## src/rtl/fp32tofp16.sv

```systemverilog
// Two-stage FP32 -> FP16 narrowing converter (round-to-nearest-even) with
// valid/ready handshakes on both sides, one conversion per cycle.
module fp32tofp16 #(
  parameter bit SAT_MODE = 1'b0
) (
  input  logic        clk,
  input  logic        rst_n,
  input  logic        in_valid,
  output logic        in_ready,
  input  logic [31:0] in_data,
  output logic        out_valid,
  input  logic        out_ready,
  output logic [15:0] out_data,
  output logic [3:0]  out_flags
);

  typedef enum logic [2:0] {
    CLS_ZERO,
    CLS_NORM,
    CLS_TINY,
    CLS_INF,
    CLS_NAN
  } cls_t;

  localparam logic [14:0] MAG_INF  = 15'h7C00;
  localparam logic [14:0] MAG_MAX  = 15'h7BFF;
  localparam logic [14:0] MAG_QNAN = 15'h7E00;

  localparam logic [3:0] FLAG_INVALID  = 4'b1000;
  localparam logic [3:0] FLAG_OVERFLOW = 4'b0100;
  localparam logic [3:0] FLAG_UNDERFLOW = 4'b0010;
  localparam logic [3:0] FLAG_INEXACT  = 4'b0001;

  // ---------------------------------------------------------------------------
  // Handshake
  // ---------------------------------------------------------------------------
  logic s1_valid;
  logic s2_valid;
  logic s2_adv;

  assign s2_adv    = !s2_valid || out_ready;
  assign in_ready  = !s1_valid || s2_adv;
  assign out_valid = s2_valid;

  // ---------------------------------------------------------------------------
  // Stage 1: unpack and classify
  // ---------------------------------------------------------------------------
  logic [7:0]        in_exp;
  logic [22:0]       in_man;
  cls_t              in_cls;
  logic signed [8:0] in_e16;
  logic [4:0]        in_sh;

  assign in_exp = in_data[30:23];
  assign in_man = in_data[22:0];
  assign in_e16 = $signed({1'b0, in_exp}) - 9'sd112;

  // NOTE: every combinational output gets a default before any branch so no
  // path leaves it unassigned, which would otherwise infer a latch.
  always_comb begin
    in_cls = CLS_NORM;
    if (in_exp == 8'hFF) begin
      in_cls = (in_man != 23'd0) ? CLS_NAN : CLS_INF;
    end else if (in_exp == 8'h00) begin
      in_cls = CLS_ZERO;
    end else if (in_exp <= 8'd112) begin
      in_cls = CLS_TINY;
    end
  end

  // Shift that aligns {1,M} to the FP16 subnormal quantum; 26 already pushes
  // every significand bit below the guard position.
  always_comb begin
    in_sh = 5'd0;
    if (in_exp <= 8'd100) begin
      in_sh = 5'd26;
    end else if (in_exp <= 8'd126) begin
      in_sh = 5'(8'd126 - in_exp);
    end
  end

  logic              s1_sign;
  cls_t              s1_cls;
  logic [23:0]       s1_sig;
  logic signed [8:0] s1_e16;
  logic [4:0]        s1_sh;

  // NOTE: sequential state uses non-blocking assignments so every register
  // samples pre-edge values regardless of process ordering.
  always_ff @(posedge clk or negedge rst_n) begin
    if (!rst_n) begin
      s1_valid <= 1'b0;
      s1_sign  <= 1'b0;
      s1_cls   <= CLS_ZERO;
      s1_sig   <= 24'd0;
      s1_e16   <= 9'sd0;
      s1_sh    <= 5'd0;
    end else if (in_ready) begin
      s1_valid <= in_valid;
      if (in_valid) begin
        s1_sign <= in_data[31];
        s1_cls  <= in_cls;
        s1_sig  <= {1'b1, in_man};
        s1_e16  <= in_e16;
        s1_sh   <= in_sh;
      end
    end
  end

  // ---------------------------------------------------------------------------
  // Stage 2: round and pack
  // ---------------------------------------------------------------------------
  // Normal range: 10 kept bits, guard, sticky; the mantissa carry ripples
  // straight into the exponent field.
  logic [9:0]  norm_m;
  logic        norm_g;
  logic        norm_s;
  logic        norm_rnd;
  logic [14:0] norm_sum;
  logic        norm_ovf_pre;
  logic        norm_ovf_rnd;

  assign norm_m       = s1_sig[22:13];
  assign norm_g       = s1_sig[12];
  assign norm_s       = |s1_sig[11:0];
  assign norm_rnd     = norm_g && (norm_s || norm_m[0]);
  assign norm_sum     = {s1_e16[4:0], norm_m} + {14'd0, norm_rnd};
  assign norm_ovf_pre = (s1_e16 > 9'sd30);
  assign norm_ovf_rnd = (norm_sum[14:10] == 5'h1F);

  // Tiny range: sh >= 14 here, so only the low shift amount needs a shifter.
  logic [3:0]  tiny_sh;
  logic [35:0] tiny_ext;
  logic [9:0]  tiny_m;
  logic        tiny_g;
  logic        tiny_s;
  logic        tiny_rnd;
  logic [10:0] tiny_sum;

  assign tiny_sh  = 4'(s1_sh - 5'd14);
  assign tiny_ext = {s1_sig, 12'd0} >> tiny_sh;
  assign tiny_m   = tiny_ext[35:26];
  assign tiny_g   = tiny_ext[25];
  assign tiny_s   = |tiny_ext[24:0];
  assign tiny_rnd = tiny_g && (tiny_s || tiny_m[0]);
  assign tiny_sum = {1'b0, tiny_m} + {10'd0, tiny_rnd};

  logic [14:0] ovf_mag;
  logic [14:0] res_mag;
  logic [3:0]  res_flags;

  assign ovf_mag = SAT_MODE ? MAG_MAX : MAG_INF;

  always_comb begin
    res_mag   = 15'd0;
    res_flags = 4'd0;
    unique case (s1_cls)
      CLS_NAN: begin
        res_mag = MAG_QNAN;
        if (!s1_sig[22]) res_flags = FLAG_INVALID;
      end
      CLS_INF: begin
        res_mag = MAG_INF;
      end
      CLS_ZERO: begin
        if (s1_sig[22:0] != 23'd0) res_flags = FLAG_UNDERFLOW | FLAG_INEXACT;
      end
      CLS_NORM: begin
        if (norm_ovf_pre || norm_ovf_rnd) begin
          res_mag   = ovf_mag;
          res_flags = FLAG_OVERFLOW | FLAG_INEXACT;
        end else begin
          res_mag = norm_sum;
          if (norm_g || norm_s) res_flags = FLAG_INEXACT;
        end
      end
      CLS_TINY: begin
        // A carry into bit 10 lands on exponent field 1: the min normal.
        res_mag = {4'd0, tiny_sum};
        if (tiny_g || tiny_s) res_flags = FLAG_UNDERFLOW | FLAG_INEXACT;
      end
      default: begin
        res_mag   = 15'd0;
        res_flags = 4'd0;
      end
    endcase
  end

  always_ff @(posedge clk or negedge rst_n) begin
    if (!rst_n) begin
      s2_valid  <= 1'b0;
      out_data  <= 16'h0000;
      out_flags <= 4'h0;
    end else if (s2_adv) begin
      s2_valid <= s1_valid;
      if (s1_valid) begin
        out_data  <= {s1_sign, res_mag};
        out_flags <= res_flags;
      end
    end
  end

endmodule

```

## config.mk

```make
export PLATFORM = sky130hd
export DESIGN_NAME = fp32tofp16
export DESIGN_NICKNAME = d
export VERILOG_FILES = /design/src/rtl/fp32tofp16.sv
export SDC_FILE = /design/constraint.sdc
export NUM_CORES = 1
export LEC_CHECK = 0
export CORE_ASPECT_RATIO = 1.1
export CORE_MARGIN = 1
export CORE_UTILIZATION = 30
export DETAILED_ROUTE_END_ITERATION = 8
export SLEW_MARGIN = 25
export SYNTH_ARGS = -nofsm -noshare
export SYNTH_HDL_FRONTEND = slang
export SYNTH_SLANG_ARGS = --single-unit
```

## constraint.sdc

```tcl
create_clock -name clk -period 3.86 [get_ports clk]
set_clock_uncertainty 0.05 [all_clocks]
set_input_delay 0.579 -clock clk [delete_from_list [all_inputs] [get_ports clk]]
set_output_delay 0.579 -clock clk [all_outputs]
set_load 0.05 [all_outputs]
```

==> impl_metrics.json, run 1 <==
{
  "status": "finished, final reports clean",
  "nNetsFinal": 601,
  "drt-wirelength-per-cell_um": 15.9,
  "start_kind": "flop",
  "fmax_mhz": 307,
  "r2r_end": "out_data[10]",
  "drv_slew": 0,
  "wirelength_mm": 11.9,
  "track_usage_pct": 17.3,
  "drc": 0,
  "yosys.area.top_type": "dfrtp_1",
  "lay_top_cells": "nand2_1, dfrtp_1, clkdlybuf4s50_1",
  "ys_sh_adder_pct": 2.32,
  "pwr-share-comb_pct": 34.2,
  "yosys_warnings": 0,
  "vdd_drop_max_uv": 239,
  "finalHoldViolations": 0,
  "core_um2": 13900,
  "power.density_nw_per_um2": 488,
  "relSlewSlack_pct": 48.9,
  "ys_seq_share_pct": 36.6,
  "internal_power_uw": 1640,
  "cts_root_buffer": "clkbuf_16",
  "num-fill-cells": 1480,
  "ys_seq_elements": 63,
  "cap_viol_max_count": 0,
  "comb-cell-share_pct": 47.1,
  "worstSkewPairLatency_ps": 330,
  "avgSynthCellArea_um2": 8.39,
  "synth-xor-area-share_pct": 5.28,
  "power-top-group": "sequential cells",
  "critPathRequiredTime_ps": 4080,
  "tool_warnings": 29,
  "instances_no_fill": 749,
  "period_needed_ps": 3260,
  "layout.nonclk_buf_share_pct": 12.2,
  "vias": 3963,
  "htree_levels": 3,
  "postCtsSetupBuffers": 0,
  "topCellsByArea": "dfrtp_1, nand2_1, mux4_1, xnor2_1, nor2_1",
  "n_all_inverters": 13,
  "synthTopCellsByCount": "nand2_1, dfrtp_1, nor2_1, o21ai_0",
  "clock_area_share_pct": 5.64
}
[run 1: worst max-delay path, stage by stage (launching register included)]
cell and delay [ps]:
dfrtp_1 380, buf_4 190, buf_4 350, mux4_1 350, a21oi_1 80, a31oi_1 290, nor2b_1 340, ha_1 240
and3b_1 250, nand3_1 140, nor4_1 340, o32a_1 190
[run 1: metal layers]
metal	routed length, um	global-route usage [%]	vias up
met5	0	0	-
met4	277	7.92	0
met3	493	2.17	22
met2	5330	26.3	127
met1	5810	24.5	1876
li1	-	-	1938
[run 1: through the flow]
step | power (uW) | utilization (%)
detailed placement | 1780 | 36.0
floorplan | 1490 | -
finish | 2590 | 38.1
global route | 2730 | 38.1
global placement | 1780 | 36.0
CTS | 2610 | 38.1
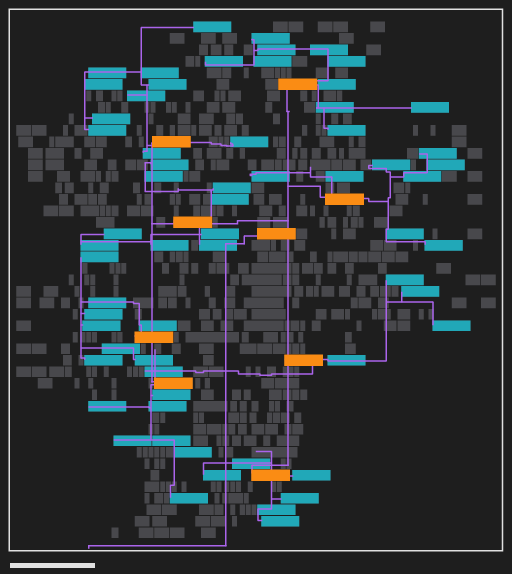
(run_1/clk_routes.png)
Scale bar: 20 um.
[cyan] flip-flops | count: 63
[purple] clock wires | length: 964 um
[orange] clock drivers | count: 9
routed clock nets: 10

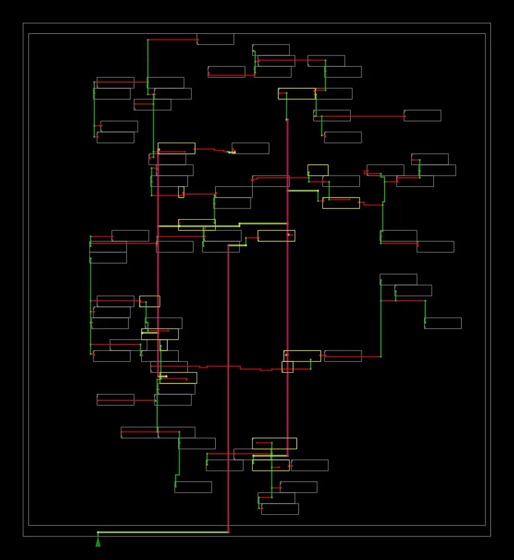
(run_1/clocks.png)
Clk. pwr: 815 uW
CTS Sinks: 63
clkbuf count: 12
Flop Count: 63

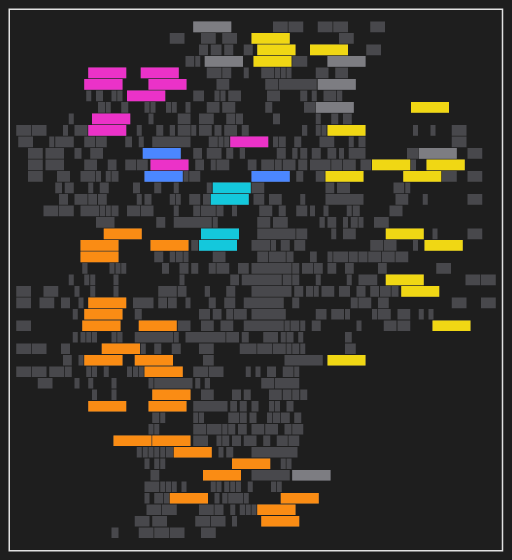
(run_1/flops_by_reg.png)
Other sequential cells in the stronger gray, the rest of the logic in the fainter gray.
[orange] `s1_sig` | sequential cells: 24
[blue] `s1_cls` | sequential cells: 3
[yellow] `out_data` | sequential cells: 16
[magenta] `s1_e16` | sequential cells: 9 | where: north-west
[cyan] `s1_sh` | sequential cells: 4
not colored: 7
fraction of area in registers: 29.7%
Final Util: 38.1%
seq pwr: 888 uW
register area: 1580 um2

## Run 2: what changed since run 1
Clock period 3.86 ns to 3.4 ns, I/O delays scaled along.
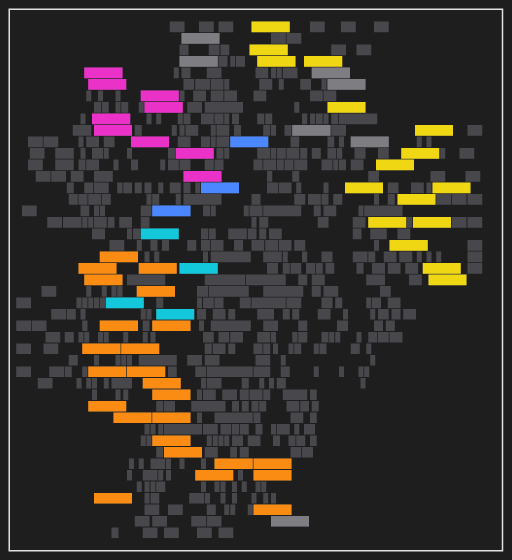
(run_2/flops_by_reg.png)
Other sequential cells in the stronger gray, the rest of the logic in the fainter gray.
[blue] `s1_cls` | sequential cells: 3
[magenta] `s1_e16` | sequential cells: 9
[cyan] `s1_sh` | sequential cells: 4
[yellow] `out_data` | sequential cells: 16
[orange] `s1_sig` | sequential cells: 24

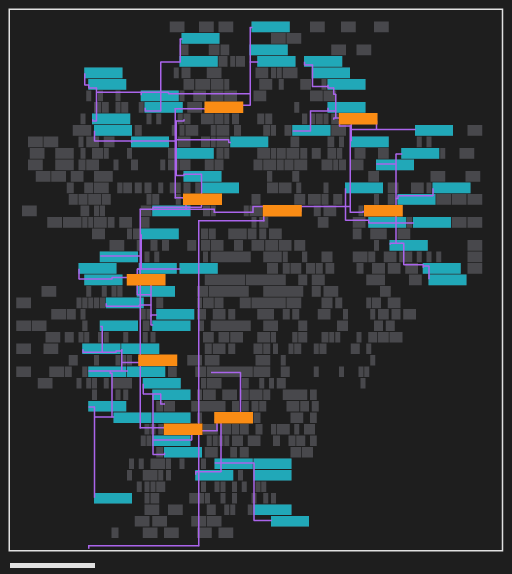
(run_2/clk_routes.png)
Scale bar: 20 um.
[purple] clock wires | length: 909 um
[cyan] flip-flops | count: 63
[orange] clock drivers | count: 9
flops lie: widely spread
Clock Power Share: 30.5%
Clk. pwr: 891 uW

==> impl_metrics.json, run 2 <==
{
  "critPathRequiredTime_ps": 3590,
  "track_usage_pct": 17.2,
  "drv_slew": 0,
  "vias": 3982,
  "ys_seq_elements": 63,
  "wl_met1_mm": 5.72,
  "synthTopCellsByCount": "nand2_1, dfrtp_1, nor2_1, o21ai_0",
  "crit_cells": 10,
  "synth.top_cell.area_share_pct": 36.6,
  "top_usage_layer": "met2",
  "drc": 0,
  "antenna_found_initial": 0,
  "slowest_stage": "dfrtp_1",
  "pwr-share-comb_pct": 34.9,
  "relSlewSlack_pct": 53.7,
  "power-top-group": "combinational cells",
  "finalSetupTns_ps": 0,
  "cts_root_buffer": "clkbuf_16",
  "holdWs_ps": 173,
  "power.density_nw_per_um2": 549,
  "topCellsByArea": "dfrtp_1, nand2_1, mux4_1, xnor2_1, nor2_1",
  "drt-wirelength-per-cell_um": 15.8,
  "finalHoldViolations": 0,
  "synth_top_flop_cell": "dfrtp_1",
  "crit_buf_inv": 1,
  "worstPathCellList": "buf_4, mux2i_1, nand2_1, a31oi_1, o22ai_1, ha_1, and3b_1, nand3_1, mux2_2, o211ai_1",
  "critPathTopFamily": "multiplexers",
  "top_layer_used": "met4",
  "drt-pass1-iter-count": 5,
  "route.met3.wl_um": 461,
  "use_met1_pct": 24.2,
  "nNetsFinal": 606,
  "rrSetupSlack_ps": 310,
  "core_um2": 13900,
  "fmax_mhz": 324,
  "tool_warnings": 29,
  "instances_no_fill": 753,
  "status": "finished, final reports clean",
  "cts.sinks": 63,
  "finalPower_uw": 2920,
  "viasPerCell": 5.29,
  "met3_usage_pct": 2.70,
  "avgSynthCellArea_um2": 8.39,
  "setup_viol": 0,
  "internal_power_uw": 1850,
  "grtUsageMet2_pct": 26.3,
  "fin_util_pct": 38.3,
  "slowest_delay_ps": 570,
  "pg_seq_uw": 1010,
  "vdd_drop_max_uv": 263,
  "cap_viol_max_count": 0,
  "period_needed_ps": 3090,
  "htree_levels": 3,
  "yosys_warnings": 0,
  "start_kind": "flop",
  "r2r_end": "out_data[8]",
  "netlist_area_um2": 4310,
  "postCtsSetupBuffers": 0,
  "route.met2.wl_mm": 5.54,
  "lay_top_cells": "nand2_1, dfrtp_1, clkdlybuf4s50_1",
  "yosys.area.top_type": "dfrtp_1",
  "ys_seq_share_pct": 36.6,
  "wirelength_mm": 11.9
}
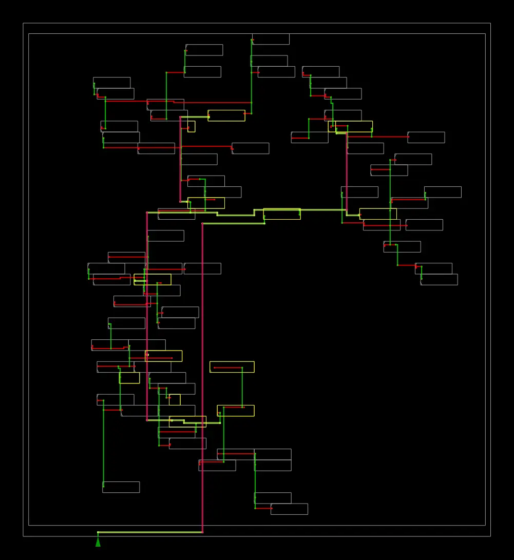
(run_2/clocks.png)
Num CTS Buffers: 9
Late-Pin Clk Latency: 330 ps

[run 2: cell counts after synthesis]
No cell type changed its count.
[run 2: cells by family (layout without fill, tap and decap cells)]
| family | count (synthesis) | in the layout | share of synthesized area [%] |
|---|---|---|---|
| xor gates and xnor gates | 26 | 26 | 5.28 |
| buffers and inverters | 49 | 100 | 5.54 |
| and+or+nand+nor | 246 | 246 | 26.2 |
| muxes | 20 | 20 | 7.57 |
| DFF | 63 | 63 | 36.6 |
| adders and majority gates | 8 | 8 | 2.32 |
| AOI/OAI and AO/OA | 102 | 102 | 16.5 |
[run 2: final cells by class]
class	count	area, um2
Clock buffer	10	239
Clock inverter	4	47.5
Multi-Input combinational cell	402	2500
Inverter	13	48.8
Tap cell	188	235
Sequential cell	63	1580
Timing Repair Buffer	73	686
Fill cell	1448	8580
## Run 3: what changed since run 2
Settings changed: HOLD_SLACK_MARGIN set to 0.15.
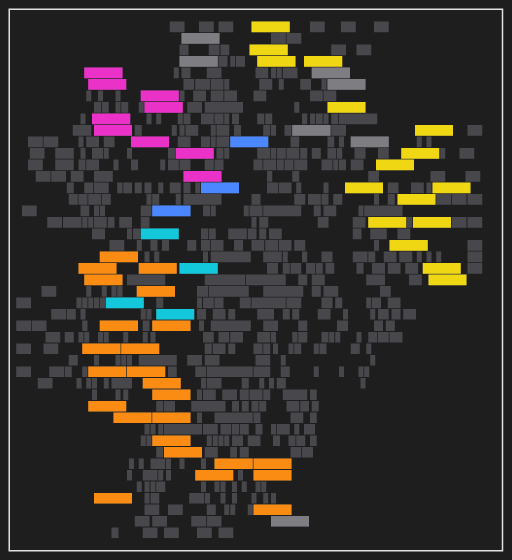
(run_3/flops_by_reg.png)
Other sequential cells in the stronger gray, the rest of the logic in the fainter gray.
[magenta] `s1_e16` | sequential cells: 9
[cyan] `s1_sh` | sequential cells: 4
[blue] `s1_cls` | sequential cells: 3
[yellow] `out_data` | sequential cells: 16
[orange] `s1_sig` | sequential cells: 24
not colored: 7

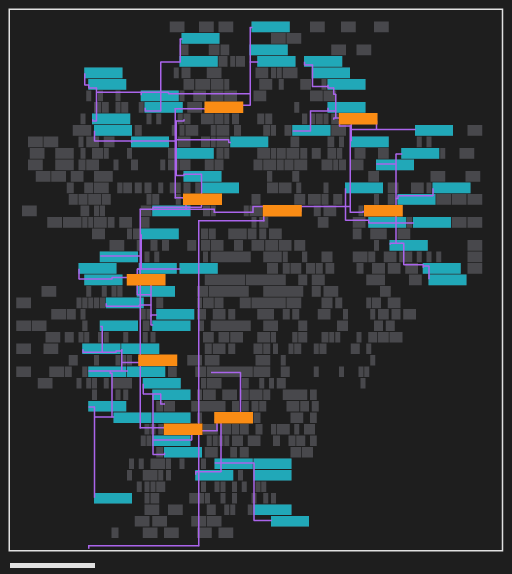
(run_3/clk_routes.png)
Scale bar: 20 um.
[cyan] flip-flops | count: 63
[purple] clock wires | length: 909 um
[orange] clock drivers | count: 9
flops lie: widely spread

==> impl_metrics.json, run 3 <==
{
  "nNetsFinal": 606,
  "status": "finished, final reports clean",
  "synth.top_cell.area_share_pct": 36.6,
  "tool_warnings": 29,
  "setup_viol": 0,
  "cap_viol_max_count": 0,
  "track_usage_pct": 17.2,
  "p_clk_share_pct": 30.5,
  "lay_top_cells": "nand2_1, dfrtp_1, clkdlybuf4s50_1",
  "pwr-share-comb_pct": 34.9,
  "finalHoldViolations": 0,
  "viasPerCell": 5.29,
  "instances_no_fill": 753,
  "internal_power_uw": 1850,
  "top_usage_layer": "met2",
  "vdd_drop_max_uv": 263,
  "slowest_stage": "dfrtp_1",
  "critPathRequiredTime_ps": 3590,
  "topCellsByArea": "dfrtp_1, nand2_1, mux4_1, xnor2_1, nor2_1",
  "ys_sh_aoi_pct": 16.5,
  "ys_sh_simple_pct": 26.2,
  "route.met3.wl_um": 461,
  "critPathTopFamily": "multiplexers",
  "ys_seq_elements": 63,
  "avgSynthCellArea_um2": 8.39,
  "wl_met1_mm": 5.72,
  "drc": 0,
  "drt-wirelength-per-cell_um": 15.8,
  "fmax_mhz": 324,
  "ys_seq_share_pct": 36.6,
  "route.met2.wl_mm": 5.54,
  "start_kind": "flop",
  "power.density_nw_per_um2": 549,
  "synth-xor-area-share_pct": 5.28,
  "synth_top_flop_cell": "dfrtp_1",
  "yosys.area.top_type": "dfrtp_1",
  "ys_sh_mux_pct": 7.57,
  "netlist_area_um2": 4310,
  "crit_cells": 10,
  "period_needed_ps": 3090,
  "finalSetupTns_ps": 0,
  "finalPower_uw": 2920,
  "grtUsageMet2_pct": 26.3,
  "ys_sh_adder_pct": 2.32,
  "cts_root_buffer": "clkbuf_16",
  "num-fill-cells": 1448,
  "setup_slack_ps": 313,
  "antenna_found_initial": 0,
  "synthTopCellsByCount": "nand2_1, dfrtp_1, nor2_1, o21ai_0",
  "drt-pass1-iter-count": 5,
  "r2r_end": "out_data[8]",
  "pre_cts_ws_ps": 329,
  "yosys_warnings": 0,
  "crit_buf_inv": 1,
  "use_met1_pct": 24.2,
  "holdWs_ps": 173
}
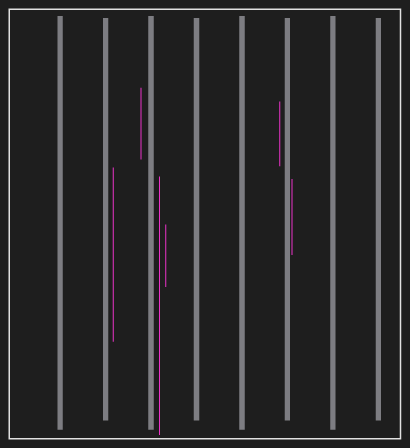
(run_3/layer_met4.png)
Supply wires on this layer in gray.
longest straight run: 76.8 um
nets with wire on the layer: 4
Routed WL: 11.9 mm
routed vias: 3,982

[run 3: cell counts in the layout (fill, tap and decap cells not counted)]
No cell type changed its count.
[run 3: layout make-up]
class / count / area [um2] / area share [%]
Sequential cell: 63 / 1580 / 29.6
Inverter: 13 / 48.8 / 0.916
Clock inverter: 4 / 47.5 / 0.892
Tap cell: 188 / 235 / 4.41
Timing Repair Buffer: 73 / 686 / 12.9
Multi-Input combinational cell: 402 / 2500 / 46.8
Clock buffer: 10 / 239 / 4.48
[run 3: power groups by stage]
stage	Combinational [uW]	Sequential, uW	Clock [uW]
floorplan	580	1110	0
global placement	1010	1020	0
detailed placement	1020	1020	0
CTS	1020	1010	905
global route	1110	1030	935
finish	1020	1010	891
Power figures rest on the tool's default switching activity, not on a simulated workload.
